Track usage over the die:
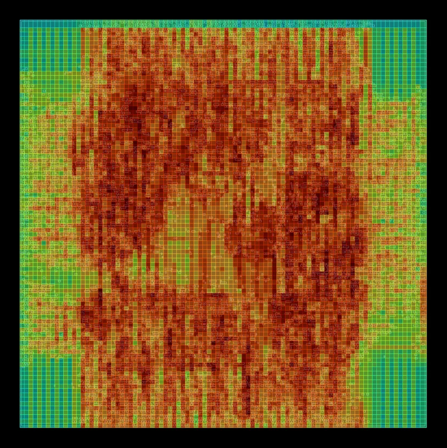
Clock distribution:
Scale bar: 200 µm.
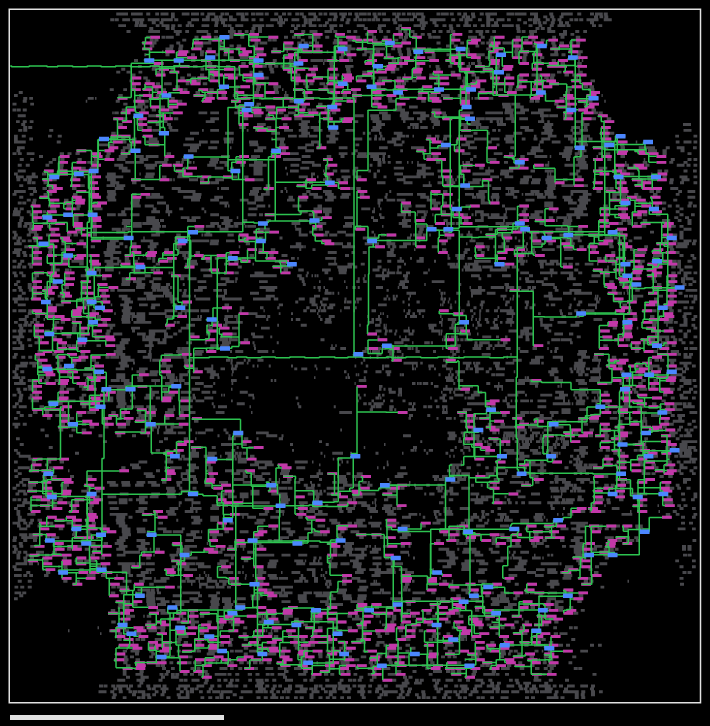
PDN straps and rails:
Pins as bars on the die edge. Tap cells in gray.
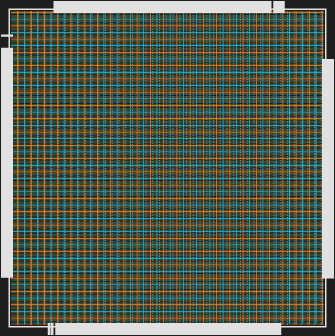
Wiring by layer:
Scale bar: 200 µm.
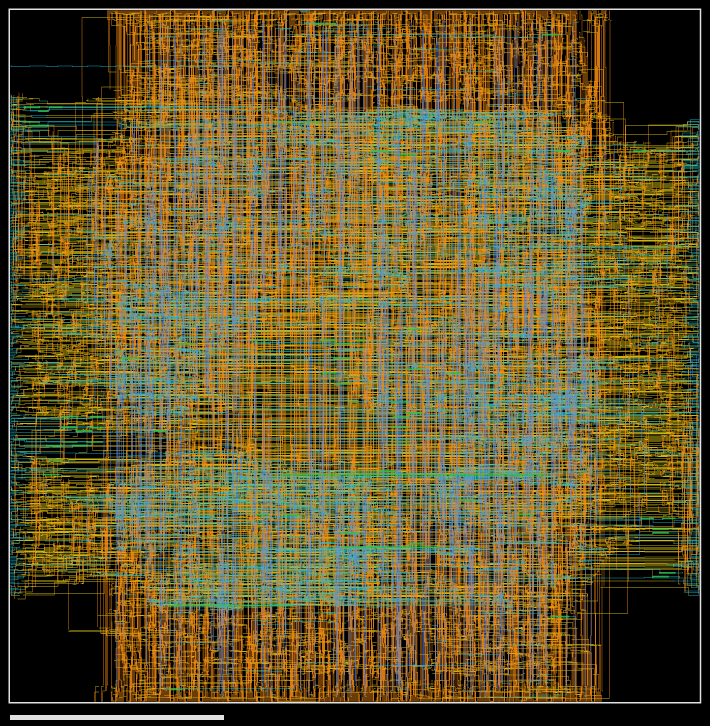
==> config.mk <==
export PLATFORM = sky130hd
export DESIGN_NAME = bmp_slicer
export DESIGN_NICKNAME = d
export VERILOG_FILES = /design/src/rtl/bmp_pkg.sv /design/src/rtl/bmp_stream_ctr.sv /design/src/rtl/bmp_slicer.sv
export SDC_FILE = /design/constraint.sdc
export NUM_CORES = 2
export LEC_CHECK = 0
export CAP_MARGIN = 20
export CORE_AREA = 2 2 643 645
export DETAILED_ROUTE_END_ITERATION = 6
export DIE_AREA = 0 0 645 647
export GPL_TIMING_DRIVEN = 0
export PLACE_DENSITY = 0.42
export SYNTH_ARGS = -nofsm -noshare
export SYNTH_HDL_FRONTEND = slang
export SYNTH_SLANG_ARGS = --single-unit
==> constraint.sdc <==
create_clock -name clk -period 47.9 [get_ports clk]
set_clock_uncertainty 0.15 [all_clocks]
set_input_delay 4.79 -clock clk [delete_from_list [all_inputs] [get_ports clk]]
set_output_delay 4.79 -clock clk [all_outputs]
set_load 0.1 [all_outputs]
==> deck_impl_summary.md <==
Synthesis and Place & Route Summary

Status
  • Status: finished, final reports clean

Final layout
  • Diode count: 90
  • Top class by area: combinational gates
  • Clk tree area frac: 0.0538
  • Flop area: 39100 µm²
  • Clkbuf count: 281
  • Fillers: 40700
  • Syn-to-layout area delta: 37.1%
  • Max reg flops: 1536
  • Multi-Input Combinational: 3911

Final timing
  • Max-slew headroom: 0.101
  • Hold Fails Final Rpt: 0
  • Final setup fails: 0

Logic synthesis
  • Synth mux share: 0.502
  • Seq cells post-synth: 1563
  • Most common cell in the synthesized netlist: mux2_2
  • Seq share, synth: 0.414
  • Yosys cell types: 53
  • Area fraction in compound gates: 0.0340

Route
  • Drt drc: 0
  • Vias per inst: 6.11
  • DR WL/cell: 60.8 µm

Clock tree
  • Hold-fix buffers at CTS: 0
  • Cts bufs inserted: 202
  • Clk slew on worst S/H paths: 50 ps
  • H-tree levels: 4

Die
  • FP Rows: 236
  • Floorplan core density: 0.230
  • I/O pins: 1669

Setup path
  • Largest stage delay, worst path: 1080 ps
  • Crit path DAT: 8800 ps
  • Crit-path cells: buf_2 -> buf_2 -> clkbuf_1 -> buf_2 -> mux2i_1 -> nor2_1 -> nor3_1 -> a21oi_1 -> buf_6 -> clkdlybuf4s50_1
  • WP data required: 42960 ps
  • Slowest CP cell: nor3_1
  • Buf+Inv Stages, Crit Path: 6

Flow run
  • Log Warnings: 31
  • MaxCap Viol Count: 0

Global route
  • First-pass GRT wire length: 1030 mm

Place
  • GPL Wtd Cong: 1.03
  • HPWL after DPL: 713 mm

Min path
  • Worst min path class: register to register
Back to the opening pictures, 'track usage over the die':
M3 GR Usage: 0.145
most used routing layer: met2
M2 GR Usage: 0.592

Back to the opening pictures, 'clock distribution':
Key: blue = clock-net drivers [count 202]; magenta = flip-flops [count 1563]; green = clock wires [length 27.8 mm]
Position of the flops: spread over the die. There are 203 routed clock nets.
clock group share of total power: 0.327
clock latency on the worst-skew pair: 960 ps

Back to the opening pictures, 'PDN straps and rails':
Key: orange = VSS; cyan = VDD
5474 tap cells. 1669 signal pins sit on the boundary.
maximum vdd drop: 0.0000302 V
Die Ht: 647 µm
Die Wd: 645 µm
core area: 411000 µm²

Back to the opening pictures, 'wiring by layer':
Key: green = M5 [wire length 1220 µm]; cyan = M3 [wire length 91.3 mm]; orange = M2 [wire length 367 mm]; blue = M4 [wire length 81.1 mm]; yellow = M1 [wire length 308 mm]
via count: 85300
final WL: 848 mm
Overall Global Routing Usage: 0.396

[report_power, final]
part           total [mW]  internal [mW]  switching, mW  leakage, nW
registers            1.73           1.45          0.277         18.3
logic                1.68          0.665           1.02         27.5
clock network        1.66          0.953          0.704         3.40
[cell families after synthesis]
kind of cell	after synthesis
simple gates	375
fa+ha+maj	6
xor+xnor	16
flops	1563
mux	3050
compound gates	464
buf+inv	657
[per-layer routing]
layer / up-vias / share of wire / wire (µm) / global-route usage
met5: - / 0.0014 / 1220 / 0.00150
met4: 126 / 0.096 / 81100 / 0.313
met3: 2137 / 0.11 / 91300 / 0.145
met2: 7739 / 0.43 / 367000 / 0.592
met1: 46200 / 0.36 / 308000 / 0.457
li1: 29100 / - / - / -
Power and IR drop assume default switching activity.
